--- src/rtl/fetch_unit_pkg.sv ---
// Shared types and constants for the instruction fetch unit.
// Used by fetch_unit and fetch_fifo.
package fetch_unit_pkg;

  localparam int XLEN    = 32;
  localparam int INSTR_W = 32;

  // Byte distance between consecutive sequential fetches.
  localparam logic [XLEN-1:0] PC_INC = 32'd4;

  // Fetch control FSM states.
  typedef enum logic [1:0] {
    ST_BOOT = 2'd0,
    ST_RUN  = 2'd1,
    ST_TRAP = 2'd2
  } fetch_state_e;

  // One fetch buffer entry: the instruction word and the byte address it came from.
  typedef struct packed {
    logic [INSTR_W-1:0] instr;
    logic [XLEN-1:0]    pc;
  } fetch_entry_t;

endpackage

--- src/rtl/fetch_fifo.sv ---
// Circular fetch buffer of DEPTH entries (DEPTH 2..4) with push, pop and flush.
// Flush has priority over push/pop. A push while full is accepted only together
// with a pop, which frees the slot being written.
module fetch_fifo
  import fetch_unit_pkg::*;
#(
  parameter int DEPTH = 2
) (
  input  logic                         clk,
  input  logic                         rst_n,
  input  logic                         flush,
  input  logic                         push,
  input  fetch_entry_t                 push_data,
  input  logic                         pop,
  output logic [$clog2(DEPTH+1)-1:0]   count,
  output fetch_entry_t                 head
);

  localparam int CW = $clog2(DEPTH+1);
  localparam int PW = $clog2(DEPTH);

  fetch_entry_t  mem_q [DEPTH];
  fetch_entry_t  mem_d [DEPTH];
  logic [PW-1:0] head_q, head_d;
  logic [PW-1:0] tail_q, tail_d;
  logic [CW-1:0] count_q, count_d;
  logic          pop_ok;
  logic          push_ok;

  function automatic logic [PW-1:0] ptr_inc(input logic [PW-1:0] p);
    return (p == PW'(DEPTH-1)) ? '0 : p + 1'b1;
  endfunction

  // Requests are qualified locally so the buffer can never under- or overflow.
  assign pop_ok  = pop && (count_q != '0);
  assign push_ok = push && ((count_q < CW'(DEPTH)) || pop_ok);

  // Next pointers, occupancy and storage contents.
  always_comb begin
    mem_d   = mem_q;
    head_d  = head_q;
    tail_d  = tail_q;
    count_d = count_q;
    if (flush) begin
      head_d  = '0;
      tail_d  = '0;
      count_d = '0;
    end else begin
      if (push_ok) begin
        mem_d[tail_q] = push_data;
        tail_d        = ptr_inc(tail_q);
      end
      if (pop_ok) begin
        head_d = ptr_inc(head_q);
      end
      if (push_ok && !pop_ok) begin
        count_d = count_q + 1'b1;
      end else if (pop_ok && !push_ok) begin
        count_d = count_q - 1'b1;
      end
    end
  end

  // Control state register with synchronous active-low reset.
  always_ff @(posedge clk) begin
    if (!rst_n) begin
      head_q  <= '0;
      tail_q  <= '0;
      count_q <= '0;
    end else begin
      head_q  <= head_d;
      tail_q  <= tail_d;
      count_q <= count_d;
    end
  end

  // Entry storage; contents are only meaningful while counted, so no reset.
  always_ff @(posedge clk) begin
    mem_q <= mem_d;
  end

  assign count = count_q;
  assign head  = mem_q[head_q];

endmodule

--- src/rtl/fetch_unit.sv ---
// Instruction fetch unit: PC register, BOOT/RUN/TRAP control FSM and a fetch
// buffer (fetch_fifo) toward decode.
// Optional feature macro: FETCH_MISALIGN_TRAP_EN -- a redirect to a target
// with nonzero low bits flushes, raises sticky o_Misalign and parks in TRAP.
// Without it the target's low two bits are forced to zero.
//
// Handshake toward decode: an entry transfers on a rising edge where
// o_Valid && i_Ready; o_Instr/o_PC hold steady while o_Valid && !i_Ready.
module fetch_unit
  import fetch_unit_pkg::*;
#(
  parameter logic [31:0] RESET_PC = 32'h0000_0000,
  parameter int          DEPTH    = 2
) (
  input  logic               i_Clk,
  input  logic               i_Rst_n,
  output logic [XLEN-1:0]    o_IMemAddr,
  input  logic [INSTR_W-1:0] i_IMemInstr,
  input  logic               i_Redirect,
  input  logic [XLEN-1:0]    i_RedirectPC,
  output logic               o_Valid,
  input  logic               i_Ready,
  output logic [INSTR_W-1:0] o_Instr,
  output logic [XLEN-1:0]    o_PC,
  output logic               o_Misalign,
  output fetch_state_e       o_DbgState
);

  localparam int CW = $clog2(DEPTH+1);

  fetch_state_e  state_q, state_d;
  logic [XLEN-1:0] pc_q, pc_d;
  logic [CW-1:0] fifo_count;
  fetch_entry_t  fifo_head;
  fetch_entry_t  fetch_entry;
  logic          pop_req;
  logic          fetch_en;
  logic          redirect_en;
  logic [XLEN-1:0] redirect_pc;
  logic          redirect_bad;

`ifdef FETCH_MISALIGN_TRAP_EN
  logic misalign_q, misalign_d;

  assign redirect_pc  = i_RedirectPC;
  assign redirect_bad = |i_RedirectPC[1:0];

  // Sticky misalign flag: updated only by an accepted redirect.
  always_comb begin
    misalign_d = misalign_q;
    if (redirect_en) begin
      misalign_d = redirect_bad;
    end
  end

  // Misalign flag register.
  always_ff @(posedge i_Clk) begin
    if (!i_Rst_n) begin
      misalign_q <= 1'b0;
    end else begin
      misalign_q <= misalign_d;
    end
  end

  assign o_Misalign = misalign_q;
`else
  logic unused_redirect_lsbs;

  assign redirect_pc          = {i_RedirectPC[XLEN-1:2], 2'b00};
  assign redirect_bad         = 1'b0;
  assign unused_redirect_lsbs = ^i_RedirectPC[1:0];
  assign o_Misalign           = 1'b0;
`endif

  // Decode takes the head entry whenever one is presented and it is ready.
  assign pop_req = (fifo_count != '0) && i_Ready;

  // FSM state register.
  always_ff @(posedge i_Clk) begin
    if (!i_Rst_n) begin
      state_q <= ST_BOOT;
    end else begin
      state_q <= state_d;
    end
  end

  // FSM next state: BOOT always moves on; redirects pick RUN or TRAP.
  always_comb begin
    state_d = state_q;
    case (state_q)
      ST_BOOT: state_d = ST_RUN;
      ST_RUN, ST_TRAP: begin
        if (i_Redirect) begin
          state_d = redirect_bad ? ST_TRAP : ST_RUN;
        end
      end
      default: state_d = ST_BOOT;
    endcase
  end

  // FSM outputs: redirect wins over fetch; only RUN fetches, and only with room.
  always_comb begin
    fetch_en    = 1'b0;
    redirect_en = 1'b0;
    case (state_q)
      ST_RUN: begin
        redirect_en = i_Redirect;
        fetch_en    = !i_Redirect && ((fifo_count < CW'(DEPTH)) || pop_req);
      end
      ST_TRAP: begin
        redirect_en = i_Redirect;
      end
      default: begin
        fetch_en    = 1'b0;
        redirect_en = 1'b0;
      end
    endcase
  end

  // Next PC: redirect target, else sequential advance on a fetch, else hold.
  always_comb begin
    pc_d = pc_q;
    if (redirect_en) begin
      pc_d = redirect_pc;
    end else if (fetch_en) begin
      pc_d = pc_q + PC_INC;
    end
  end

  // PC register.
  always_ff @(posedge i_Clk) begin
    if (!i_Rst_n) begin
      pc_q <= RESET_PC;
    end else begin
      pc_q <= pc_d;
    end
  end

  assign fetch_entry = '{instr: i_IMemInstr, pc: pc_q};

  fetch_fifo #(
    .DEPTH (DEPTH)
  ) u_fifo (
    .clk       (i_Clk),
    .rst_n     (i_Rst_n),
    .flush     (redirect_en),
    .push      (fetch_en),
    .push_data (fetch_entry),
    .pop       (pop_req && !redirect_en),
    .count     (fifo_count),
    .head      (fifo_head)
  );

  assign o_IMemAddr = pc_q;
  assign o_Valid    = (fifo_count != '0);
  assign o_Instr    = fifo_head.instr;
  assign o_PC       = fifo_head.pc;
  assign o_DbgState = state_q;

endmodule

--- config.mk ---
export PLATFORM = sky130hd
export DESIGN_NAME = fetch_unit
export DESIGN_NICKNAME = d
export VERILOG_FILES = /design/src/rtl/fetch_unit_pkg.sv /design/src/rtl/fetch_fifo.sv /design/src/rtl/fetch_unit.sv
export SDC_FILE = /design/constraint.sdc
export NUM_CORES = 1
export LEC_CHECK = 0
export ABC_AREA = 1
export CORE_UTILIZATION = 42
export DETAILED_ROUTE_END_ITERATION = 10
export PLACE_DENSITY = 0.72
export SETUP_SLACK_MARGIN = 0.15
export SLEW_MARGIN = 10
export SYNTH_ARGS = -nofsm -noshare
export SYNTH_HDL_FRONTEND = slang
export SYNTH_SLANG_ARGS = --single-unit
--- constraint.sdc ---
create_clock -name i_Clk -period 3.7 [get_ports i_Clk]
set_input_delay 0.37 -clock i_Clk [delete_from_list [all_inputs] [get_ports i_Clk]]
set_output_delay 0.37 -clock i_Clk [all_outputs]
set_load 0.01 [all_outputs]
Fig. 1: met1 routing
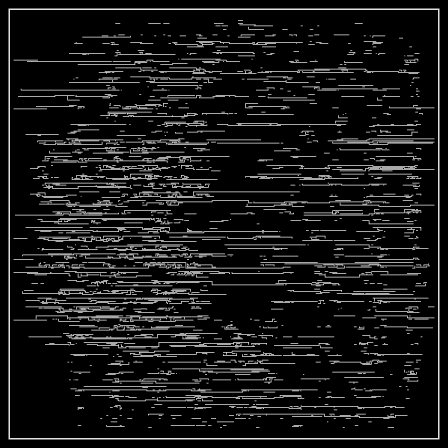
wire length on this layer: 7120 µm
nets with wire on the layer: 861
share of all routed wire: 45%
longest straight run: 32.7 µm
main direction: horizontal

Fig. 2: metal 2
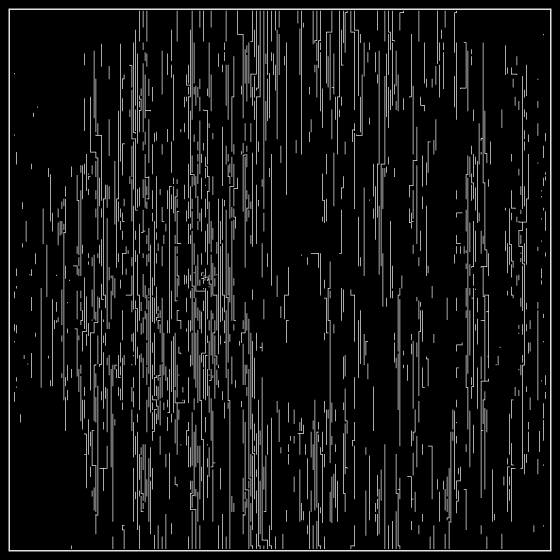
wire length on this layer: 7660 µm
main direction: vertical
longest straight run: 48.2 µm
M2 GR Usage: 31.75%
detailed-route via count: 5401

Fig. 3: metal 3
The bar under the picture is 50 µm long.
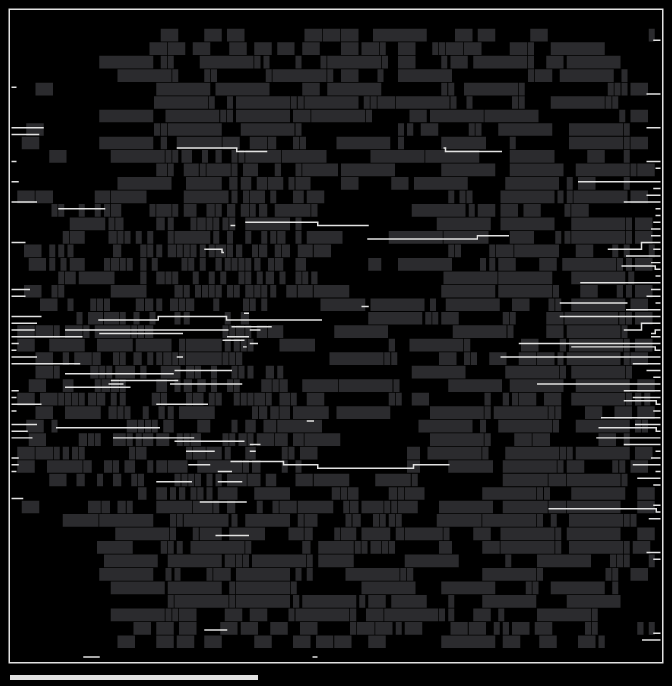
wire length on this layer: 930 µm
nets with wire on the layer: 114
main direction: horizontal
share of all routed wire: 5.8%
global-route met3 utilization: 4.591%
Total Wirelength: 15.94 mm

Fig. 4: metal 4
The bar under the picture is 50 µm long.
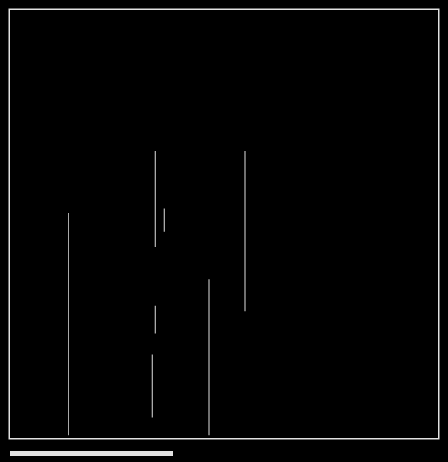
longest straight run: 68.0 µm
nets with wire on the layer: 6

Fig. 5: routing congestion map
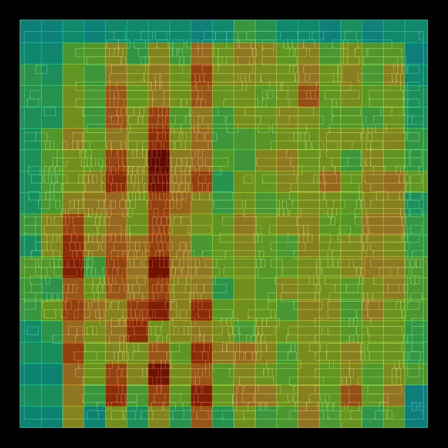
overall fraction of global-route tracks in use: 18.93%
most crowded layer after global routing: met2
final core area utilization: 58.62%
WL/cell: 14.01 µm
grt met1 use: 23.74%

==> ds_physical_params.txt <==
Characteristics after synthesis and place and route

Parameter                              Value

Synthesis
  Sequential cell area fraction in the yosys report    62.76%
  Cells in synth_stat.txt    between 700 and 800
  Post-synthesis instance area    a little over 7000 µm²
  Total number of yosys warnings    0
  Synth Register Bits    159
  Synth Instances    between 700 and 800
  Post-synthesis cell type count    31
  Synth Area per Inst    approximately 9.4 µm²

Worst hold path
  Hold path startpoint    u_fifo.count[0]
  Capture endpoint of the worst hold path    u_fifo.count[0]
  Type of the worst min-delay path    reg -> reg
  Hold path cells    2

Die
  Num ports    approximately 170
  Die extent in y    131.6 µm
  Total core area    ~16000 µm²
  Chip width    between 100 and 150 µm
  Initial standard-cell utilization of the core    between 40% and 50%
  Overall chip area    about 17000 µm²
  Placement Rows    approximately 46

Power and ir drop
  Cell leakage power    ~0.0035 µW
  Peak VDD IR    between 300 and 400 µV
  Pwr Density    467.9 nW/µm²

Timing
  Max-slew violation total from the final report    0
  Minimum clock period after layout    2.783 ns
  Number of endpoints with negative hold slack in the final report    0
  Normalized max-slew margin    roughly 33%
  Share of the clock period used by the worst path    between 70% and 80%
  RSZ-0062 raised after global routing    false
  Worst setup slack after layout    approximately 0.9 ns
  Clock skew after layout    between 0.007 and 0.008 ns
  Final-layout setup total negative slack    0 ns
  Setup Viol. Count Final    0
  Max Clock Freq    ~360 MHz
  WHS    0.4716 ns
  Worst-Margin Slew    1.003 ns

Global routing
  Pin count of the biggest net entering global routing    64
  First-pass GRT wire length    25.67 mm
  Initial antenna violation count    0
  Remaining global-route overflow    0

Clock network
  Post-CTS Setup Repair Bufs    0
  Later-pin clock latency in the skew report    0.41 ns
  Clock root buffer    sky130_fd_sc_hd__clkbuf_16
  Maximum count of clock buffers along a single path    2
  TritonCTS clock tree    built
  H-tree depth    4
  Clock-pin slew reported for the worst setup and hold paths after clock tree synthesis    0.06 ns

Placement
  Tally of buffers added on design ports    around 160
  Pre-CTS setup slack    1.280 ns
  Dpl cells    1106
  Dpl hpwl    10.62 mm

Worst setup path
  Worst path buffer plus inverter count    3
  Slowest stage cell, crit path    sky130_fd_sc_hd__clkdlybuf4s50_1
  Worst path top cell family by delay    buffers and inverters
  Sequence of cells on the critical path    inv_2 > buf_4 > nand2_1 > nand2_1 > clkdlybuf4s50_1
  CP required    3.33 ns
  Worst flop-to-flop path startpoint    o_DbgState[0]
  Number of cells on the worst reg-to-reg path    5
  Worst reg-to-reg setup slack    ~1.8 ns
  Critical path class    reg -> out
  Capture instance of the worst register-to-register path    u_fifo.mem_q[88]
  Critical path endpoint category    primary output
  Critical Path Start Type    flip-flop
  Crit path DAT    2.41 ns
  Critical-path maximum fanout    35

Routing
  Number of design-rule violations left by the first detailed-router iteration    about 310
  Detail Route Antenna Nets    0
  DRC Markers    0
  Vias per inst    around 4.7
  Pre-Repair DR Iteration Count    5

Run status
  Status    finished, final reports clean

Final layout
  Most common logic cells in the final layout    sky130_fd_sc_hd__nand2_1, sky130_fd_sc_hd__clkdlybuf4s50_1, sky130_fd_sc_hd__edfxtp_1
  Net count reported at finish    about 980
  Area Growth Syn to Fin    34.01%
  Inserted Diodes    0
  Post-Layout Cell Count    approximately 1100

Job
  Max-cap violation count    0
  Log Warnings    28
per-stage QoR:
stage | instance area [µm²] | util [%] | total power (µW)
after floorplan | 7073 | - | 2350
after global placement | 8822 | 54.74 | 2643
after detailed placement | 8822 | 54.74 | 2650
after CTS | 9447 | 58.62 | 4466
after global routing | 9447 | 58.62 | 4591
final | 9447 | 58.62 | 4421
power by group:
group	leakage (µW)	total, µW	internal [µW]	switching [µW]
clock	0.000294	1810	1170	645
combinational	0.00175	547	273	274
sequential	0.00146	2060	2000	58.3
total	0.00351	4420	3440	977
layout make-up:
class | count | area [µm²]
clock buffers | 23 | 467.9
clock inverters | 9 | 156.4
fillers | 1374 | 6669
inverters | 42 | 162.7
multi-input cells | 524 | 2315
flip-flops and latches | 159 | 4425
well taps | 216 | 270.3
repair buffers | 165 | 1649
registers in the layout, summed over array words and instances (netlist names):
signal	count
u_fifo.mem_q	124
o_IMemAddr	30
u_fifo.count	2
o_DbgState	1
u_fifo.head_q	1
u_fifo.tail_q	1
layer usage:
| metal | global-route usage [%] | wire [µm] | vias to the layer above |
|---|---|---|---|
| li1 | - | - | 2765 |
| met1 | 23.74 | 7119 | 2451 |
| met2 | 31.75 | 7662 | 168 |
| met3 | 4.591 | 929 | 17 |
| met4 | 6.654 | 227 | 0 |
| met5 | 0 | 0 | - |
worst register-to-register path: cells and delay by family, from the launching register on:
kind | cells | cell delay (ns)
AND-OR/OR-AND | 1 | 0.16
flip-flops | 1 | 0.42
AND/OR/NAND/NOR | 2 | 0.50
buffers and inverters | 2 | 0.44
cells by family after synthesis:
logic type / synth area share [%]
simple gates: 27.42
fa+ha+maj: 0.3549
buf+inv: 4.881
flops: 62.76
compound gates: 4.277
xor+xnor: 0.2485
other cells: 0.05320
synth_stat cells (all sizes together):
cell type  instances  area (µm²)
xor2               2       17.52
dfxtp             35       700.7
nand3             44       220.2
inv               42       162.7
nor2              86       375.4
and2               1       6.260
clkbuf            16       60.06
a21oi             22       158.9
ha                 2       25.02
a31oi              9       56.30
nand4              1       6.260
o21ai              6       41.29
buf               16       121.4
edfxtp           124        3724
nand2            334        1299
or2                1       6.260
nor3               4       20.02
o211ai             6       45.04
conb               1       3.750
worst max path at each step:
| stage | from | end | depth (start not counted) | slack (ns) |
|---|---|---|---|---|
| final | u_fifo.head_q | o_PC[21] | 5 | 0.92 |
| after global routing | u_fifo.head_q | o_PC[21] | 5 | 0.72 |
| after CTS | u_fifo.head_q | o_PC[21] | 5 | 0.86 |
| after detailed placement | i_Ready | u_fifo.mem_q[95] | 6 | 1.28 |
| after global placement | i_Ready | u_fifo.mem_q[93] | 6 | 1.29 |
| after floorplan | o_DbgState[0] | u_fifo.mem_q[100] | 4 | 0.84 |
Power figures rest on the tool's default switching activity, not on a simulated workload.
